Cells by drive strength:
Drawn at 4 px/um.
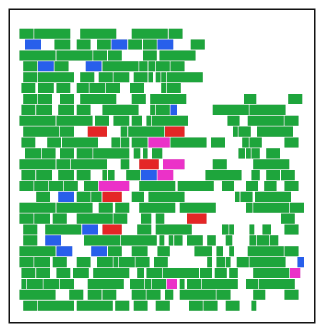
Power grid:
Drawn at 6 px/um. Pins as bars on the die edge.
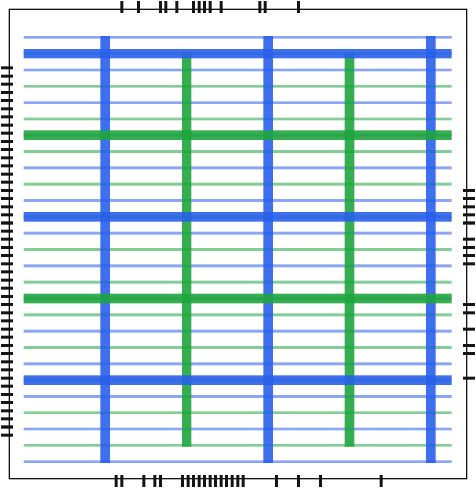
Placement view:
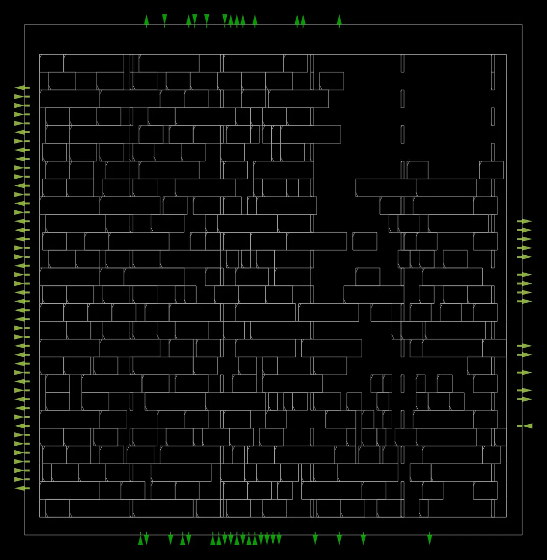
Routed metal per tile:
Drawn at 4 px/um. 15 x 16 tiles, from dark purple (low) to yellow (high), scaled to the fullest tile. Values are wire area over tile area, all layers added.
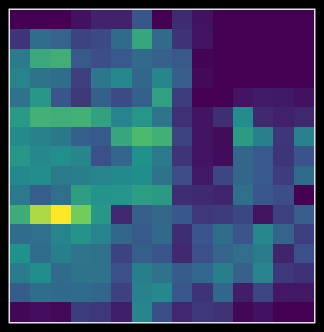
## src/rtl/alu_op_sequencer_if.sv

```systemverilog
// rtl/alu_op_sequencer_if.sv - instruction handshake between upstream and the ALU op sequencer
interface alu_op_sequencer_if #(
    parameter int INSTR_W = 32
);
    logic               instr_valid;
    logic [INSTR_W-1:0] instr_in;
    logic               instr_ready;

    modport master (output instr_valid, output instr_in, input instr_ready);
    modport slave  (input instr_valid, input instr_in, output instr_ready);
endinterface

```

## src/rtl/alu_op_sequencer.sv

```systemverilog
// rtl/alu_op_sequencer.sv - RV32I ALU-op decode and IDLE/DECODE/EXEC/WB sequencing for the regfile/ALU datapath
// Optional ALU_SEQ_BACK_TO_BACK_EN: accept the next instruction in WB and go straight to DECODE.
module alu_op_sequencer #(
    parameter int INSTR_W = 32,
    parameter int CTRL_W  = 6,
    parameter int CNT_W   = 16
) (
    input  logic                clock,
    input  logic                reset,
    alu_op_sequencer_if.slave   instr_if,
    input  logic                hold,
    output logic [INSTR_W-1:0]  instruction,
    output logic [CTRL_W-1:0]   ALU_Control,
    output logic                op_B_sel,
    output logic                wEn,
    output logic                illegal,
    output logic                busy,
    output logic [CNT_W-1:0]    retired
);

    typedef enum logic [1:0] {
        IDLE   = 2'd0,
        DECODE = 2'd1,
        EXEC   = 2'd2,
        WB     = 2'd3
    } state_t;

    state_t state, state_nxt;

    logic       accept;
    logic [6:0] opcode;
    logic [2:0] funct3;
    logic [6:0] funct7;
    logic [5:0] dec_ctrl;
    logic       dec_bsel;
    logic       dec_legal;

    assign opcode = instruction[6:0];
    assign funct3 = instruction[14:12];
    assign funct7 = instruction[31:25];

    always_comb begin
        dec_ctrl  = 6'b000000;
        dec_bsel  = 1'b0;
        dec_legal = 1'b0;
        case (opcode)
            7'b0110011: begin
                dec_ctrl  = {2'b00, funct7[5], funct3};
                dec_legal = (funct7 == 7'b0000000) ||
                            ((funct7 == 7'b0100000) && ((funct3 == 3'b000) || (funct3 == 3'b101)));
            end
            7'b0010011: begin
                dec_bsel = 1'b1;
                // Only srai carries the funct7[5] modifier among immediate ops
                dec_ctrl = ((funct3 == 3'b101) && instruction[30]) ? 6'b001101 : {3'b000, funct3};
                case (funct3)
                    3'b001:  dec_legal = (funct7 == 7'b0000000);
                    3'b101:  dec_legal = (funct7 == 7'b0000000) || (funct7 == 7'b0100000);
                    default: dec_legal = 1'b1;
                endcase
            end
            default: dec_legal = 1'b0;
        endcase
    end

    always_comb begin
        instr_if.instr_ready = 1'b0;
        if (reset) begin
`ifdef ALU_SEQ_BACK_TO_BACK_EN
            instr_if.instr_ready = (state == IDLE) || (state == WB);
`else
            instr_if.instr_ready = (state == IDLE);
`endif
        end
    end

    assign accept  = instr_if.instr_valid && instr_if.instr_ready;
    assign busy    = (state != IDLE);
    assign illegal = (state == DECODE) && !dec_legal;
    // Combinational from the state register so an async reset drops it immediately
    assign wEn     = (state == WB) && (instruction[11:7] != 5'd0);

    always_comb begin
        state_nxt = state;
        case (state)
            IDLE:    if (accept) state_nxt = DECODE;
            DECODE:  state_nxt = dec_legal ? EXEC : IDLE;
            EXEC:    if (!hold) state_nxt = WB;
            WB: begin
`ifdef ALU_SEQ_BACK_TO_BACK_EN
                state_nxt = accept ? DECODE : IDLE;
`else
                state_nxt = IDLE;
`endif
            end
            default: state_nxt = IDLE;
        endcase
    end

    always_ff @(posedge clock or negedge reset) begin
        if (!reset) begin
            state       <= IDLE;
            instruction <= '0;
            ALU_Control <= '0;
            op_B_sel    <= 1'b0;
            retired     <= '0;
        end else begin
            state <= state_nxt;
            if (accept)
                instruction <= instr_if.instr_in;
            if ((state == DECODE) && dec_legal) begin
                ALU_Control <= CTRL_W'(dec_ctrl);
                op_B_sel    <= dec_bsel;
            end
            if (state == WB)
                retired <= retired + 1'b1;
        end
    end

endmodule

```

## src/flat_wrapper.sv

```systemverilog
// flat-port wrapper written by rule: the top's interface ports become plain ports
module alu_op_sequencer_flat 
#(
    parameter int INSTR_W = 32,
    parameter int CTRL_W  = 6,
    parameter int CNT_W   = 16
)
  (clock, reset, hold, instruction, ALU_Control, op_B_sel, wEn, illegal, busy, retired, instr_if_instr_valid, instr_if_instr_in, instr_if_instr_ready);
  alu_op_sequencer_if #(.INSTR_W(INSTR_W)) instr_if_i ();
  input  logic clock;
  input  logic reset;
  input  logic hold;
  output logic [INSTR_W-1:0] instruction;
  output logic [CTRL_W-1:0] ALU_Control;
  output logic op_B_sel;
  output logic wEn;
  output logic illegal;
  output logic busy;
  output logic [CNT_W-1:0] retired;
  input wire logic [$bits(instr_if_i.instr_valid)-1:0] instr_if_instr_valid;
  input wire logic [$bits(instr_if_i.instr_in)-1:0] instr_if_instr_in;
  output wire logic [$bits(instr_if_i.instr_ready)-1:0] instr_if_instr_ready;
  assign instr_if_i.instr_valid = instr_if_instr_valid;
  assign instr_if_i.instr_in = instr_if_instr_in;
  assign instr_if_instr_ready = instr_if_i.instr_ready;
  alu_op_sequencer #(.INSTR_W(INSTR_W), .CTRL_W(CTRL_W), .CNT_W(CNT_W)) u_core (.clock(clock), .reset(reset), .instr_if(instr_if_i), .hold(hold), .instruction(instruction), .ALU_Control(ALU_Control), .op_B_sel(op_B_sel), .wEn(wEn), .illegal(illegal), .busy(busy), .retired(retired));
endmodule
```

## config.mk

```make
export PLATFORM = sky130hd
export DESIGN_NAME = alu_op_sequencer_flat
export DESIGN_NICKNAME = d
export VERILOG_FILES = /design/src/rtl/alu_op_sequencer_if.sv /design/src/rtl/alu_op_sequencer.sv /design/src/flat_wrapper.sv
export SDC_FILE = /design/constraint.sdc
export NUM_CORES = 1
export LEC_CHECK = 0
export CAP_MARGIN = 20
export CORE_AREA = 2 2 74 76
export CTS_CLUSTER_SIZE = 30
export DETAILED_ROUTE_END_ITERATION = 16
export DIE_AREA = 0 0 76 78
export PLACE_DENSITY = 0.84
export SYNTH_ARGS = -nofsm -noshare
export SYNTH_HDL_FRONTEND = slang
export SYNTH_SLANG_ARGS = --single-unit
```

## constraint.sdc

```tcl
create_clock -name clock -period 4.1 [get_ports clock]
set_input_delay 0.82 -clock clock [delete_from_list [all_inputs] [get_ports clock]]
set_output_delay 0.82 -clock clock [all_outputs]
set_load 0.005 [all_outputs]
```

==> flow_summary.toml <==
# synthesis and place-and-route metrics
[setup_path]
cp-end-kind = "output port"
crit_path_max_fanout = 3
worst_ep_arrival_time_ns = 2.24
cp-start-kind = "flop"

[grt]
grt_pass1_vias = 1712
grt_pass1_wl_um = 8220
grt_max_degree = 57
antenna_found_initial = 0
gr-total-overflow = 0

[power_and_ir_drop]
p_per_area_mw_per_mm2 = 362
leakage_nw = 1.40
total_power_mw = 1.23

[cts]
cts-htree-levels = 2
clock_latency_ns = 0.30
cts_tree = "built"
cts.reportedPaths.clkPinSlew_ns = 0.09
hold_buffers = 0
root_buffer = "clkbuf_8"
post_cts_buffers = 0

[timing]
whs_ns = 0.473
finalSetupTns_ns = 0
clock_skew_ns = 0.00555
fin_crit_sh_pct = 74.7
final-max-slew-violation-count = 0
period_minus_slack_ns = 3.06
rsz0062_at_grt = "no"

[drt]
drt_iter0_drc = 33
ant_nets = 0
drc = 0
vias_per_cell = 4.81

[flow_run]
maxCapViolCount = 0
tool_warnings = 26

[final_layout]
most-common-layout-cells = "91 x clkdlybuf4s50_1, 55 x dfrtp_1, 22 x mux2_1"
drive_gt1_share_pct = 9.33
n_antenna_cell = 0

[yosys]
ys_types = 34
ys_seq_share_pct = 59.7
syn-cell-area_mm2 = 0.00231
yosys_warnings = 0
ys_cells = 173
ys_ff = 55
ys_area_mm2 = 0.00231

[floorplan]
fp_util_pct = 45.8
rows = 26

[place]
post-dp-hpwl_um = 3630

[outcome]
status = "complete, no violations"
About 'cells by drive strength':
[drive 6 and up] red | cells: 6 | share: 2.2% | most used: clkbuf_8
[drive 3 to 4] magenta | cells: 6 | share: 2.2%
[drive 2] blue | cells: 13 | share: 4.9% | most used: mux2_2
[drive 1 or less] green | cells: 243 | share: 91% | most used: clkdlybuf4s50_1

About 'power grid':
[VSS] blue
[VDD] green
signal pins: 95
rows: 26
met5 straps: 5
met1 rails: 27
die height: 78 um
Peak supply drop: 0.350 mV
Die X-Extent: 76 um

About 'placement view':
flip-flops: 55
# Taps: 70
core area: 0.00504 mm^2
layout filler cell count: 383
Layout Cells excl Fill: 338

About 'routed metal per tile':
emptiest ninth of the die: upper right
nearly empty tiles: 13%
mean over tiles: 0.14
total global-route track usage: 17.4%
via count: 1627
Routed WL per cell: 14.5 um
routed wire length: 4900 um

[routing by layer]
metal	part of all wire [%]	global-route usage, %	routed length (um)
met5	0	0	0
met4	0.67	4.18	33
met3	12	9.30	569
met2	46	27.5	2250
met1	42	21.0	2050
[cells by family after synthesis]
kind of cell | Yosys count | share of synthesized area, %
buffers and inverters | 11 | 2.11
AND/OR/NAND/NOR | 45 | 11.0
AND-OR/OR-AND | 7 | 2.12
adder cells (fa/ha/maj) | 1 | 0.542
other | 1 | 0.163
XOR/XNOR | 15 | 5.69
multiplexers | 38 | 18.7
flip-flops | 55 | 59.7
[cell usage after synthesis, drive strengths merged]
library cell	instances	share of area, %
nor3	5	1.1
nand2	10	1.6
o41ai	1	0.38
or4	1	0.33
o32a	1	0.43
xor2	2	0.76
nand3	5	1.1
xnor2	13	4.9
and2	2	0.54
o21bai	1	0.33
ha	1	0.54
conb	1	0.16
dfrtp	55	60
nor2b	2	0.54
nor3b	1	0.33
nand4b	1	0.38
and3	3	0.81
nor2	6	0.98
nand2b	2	0.54
nand4	4	1.1
or2b	1	0.49
mux2	35	17
mux2i	3	1.3
a21oi	2	0.43
or3	1	0.27
a21boi	1	0.33
clkbuf	4	0.65
inv	4	0.65
buf	3	0.81
o21ai	1	0.22
nor4	1	0.92
[final timing paths]
kind | startpoint | cells past startpoint | slack [ns] | end
min in group asynchronous | reset | 2 | 0.66 | u_core.retired[5]$_DFFE_PN0P_
max | u_core.instruction[26]$_DFFE_PN0P_ | 5 | 1.04 | illegal
max reg2reg | u_core.instruction[26]$_DFFE_PN0P_ | 4 | 1.97 | u_core.op_B_sel$_DFFE_PN0P_
max in group asynchronous | reset | 2 | 2.98 | u_core.instruction[2]$_DFFE_PN0P_
min | u_core.retired[15]$_DFFE_PN0P_ | 1 | 0.47 | u_core.retired[15]$_DFFE_PN0P_
min reg2reg | u_core.retired[15]$_DFFE_PN0P_ | 1 | 0.47 | u_core.retired[15]$_DFFE_PN0P_
[critical path, cell delays in order, from the launching register on]
cell             delay (ns)
dfrtp_1                0.40
or4_1                  0.52
o32a_1                 0.37
nor3_1                 0.15
nor2_1                 0.06
clkdlybuf4s50_1        0.46
[where the power goes]
part | internal [mW] | total, mW | switching [mW]
Sequential | 0.604 | 0.652 | 0.0481
Combinational | 0.186 | 0.274 | 0.0885
Clock | 0.133 | 0.299 | 0.166
Total | 0.923 | 1.23 | 0.303
[sequential cells by signal, indices dropped and copies added (netlist names), named ones only]
name,count
u_core.instruction,32
u_core.op_B_sel,1
u_core.ALU_Control,4
u_core.retired,16
u_core.state,1
[layout make-up]
class                      count  area, um^2
multi-input combinational    108         886
clock buffer                   6        82.6
clock inverter                 1        5.00
sequential                    55        1380
fill                         383        1660
tap                           70        87.6
inverter                       4        15.0
timing repair buffer          94         931
[through the flow]
step           util [%]  setup slack [ns]  instance area (um^2)
2_1_floorplan         -              1.86                  2310
3_3_place_gp       65.4              1.39                  3300
3_5_place_dp       65.4              1.39                  3300
4_1_cts            67.1              1.03                  3380
5_1_grt            67.1             0.927                  3380
6_report           67.1              1.04                  3380
No activity file was given, so power comes from the tool's default toggle rates.
